==> config.mk <==
export PLATFORM = sky130hd
export DESIGN_NAME = hilo_muldiv
export DESIGN_NICKNAME = d
export VERILOG_FILES = /design/src/rtl/hilo_muldiv_pkg.sv /design/src/rtl/hilo_muldiv_div_iter_core.sv /design/src/rtl/hilo_muldiv.sv
export SDC_FILE = /design/constraint.sdc
export NUM_CORES = 2
export LEC_CHECK = 0
export ABC_AREA = 1
export CORE_MARGIN = 2
export CORE_UTILIZATION = 45
export DETAILED_ROUTE_END_ITERATION = 7
export PLACE_DENSITY = 0.65
export SLEW_MARGIN = 25
export SYNTH_ARGS = -nofsm -noshare
export SYNTH_HDL_FRONTEND = slang
export SYNTH_SLANG_ARGS = --single-unit
==> constraint.sdc <==
create_clock -name clk -period 13.5 [get_ports clk]
set_input_delay 2.7 -clock clk [delete_from_list [all_inputs] [get_ports clk]]
set_output_delay 2.7 -clock clk [all_outputs]
set_load 0.005 [all_outputs]
**Metal 2**

Bar = 100 um.
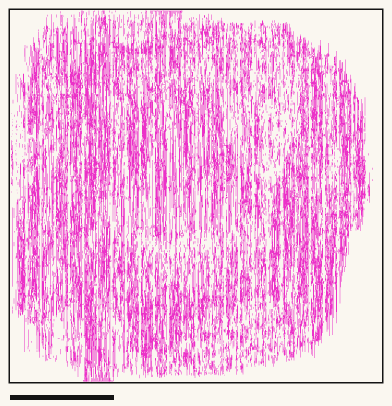
The layer carries 87.6 mm of wire. 7,234 nets have wire on it. The longest straight run is 106 um.
DRT Wirelength: 185,000 um
met2 Use GR: 49.5%

**Metal 3**

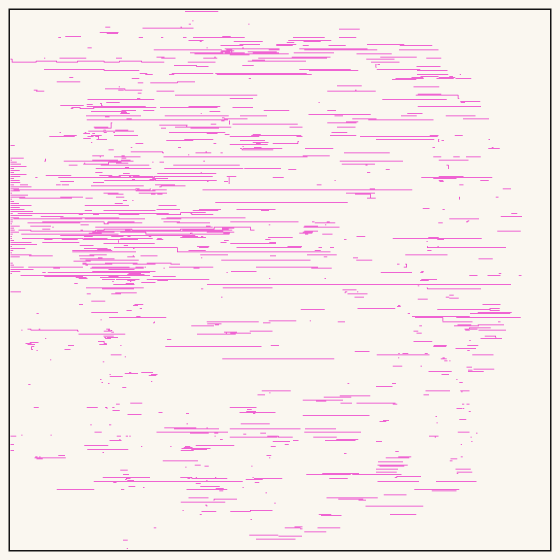
The longest straight run is 200 um. The wires run mostly horizontal. The layer holds 6.6% of the routed length.
via count: 47,400
M3 GR Usage: 3.44%

**Power grid**

Bar = 100 um. Pins as bars on the die edge.
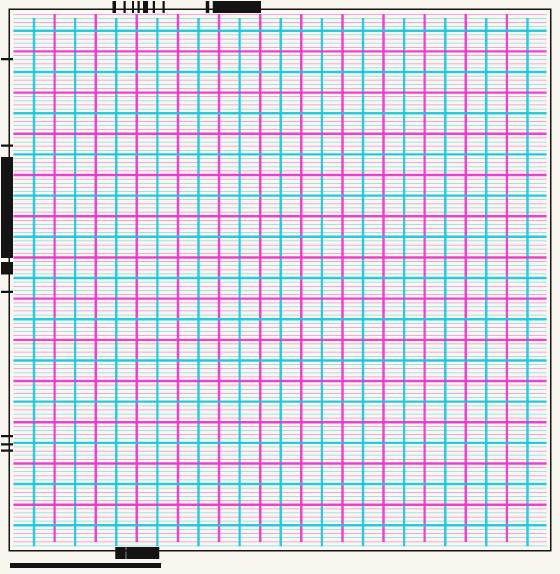
Key: magenta = VDD; cyan = VSS
The core has 129 rows. 25 straps on met5. 137 signal pins sit on the boundary. 130 met1 rails follow the rows. 25 straps on met4.
core area: 0.123 sq mm

==> flow_metrics.tcl <==
# place-and-route summary
set metrics [dict create \
    drc_errors 0 \
    seq_share_pct 9.92 \
    crit_cells 30 \
    rsz0062_at_grt "false" \
    ys_ff 236 \
    crit_path_end_kind "register" \
    start_kind "register" \
    flop_cell "dfrtp_1" \
    syn_area_sq_mm 0.0559 \
    postCtsSetupRepairBufs 0 \
    fin_tns_setup_ps 0 \
    final_area_sq_mm 0.0595 \
    syn_inst 7490 \
    dieArea_sq_mm 0.127 \
    n_all_buffers 218 \
    clkLatencyLatePin_ps 620 \
    n_all_inverters 1917 \
    status "finished clean" \
    firstDrtPassIters 6 \
    clk_pin_slew_ps 70 \
    numCtsBuffers 29 \
    grt_max_degree 110 \
    ys_warn_count 0 \
    grt-busiest-layer "met2" \
    core.rowCount 129 \
    ant_nets 0 \
    arrival_ps 9260 \
    ys_chip_area_sq_mm 0.0559 \
    finalNonFillerCells 9047 \
    timing.fmax_mhz 115 \
]
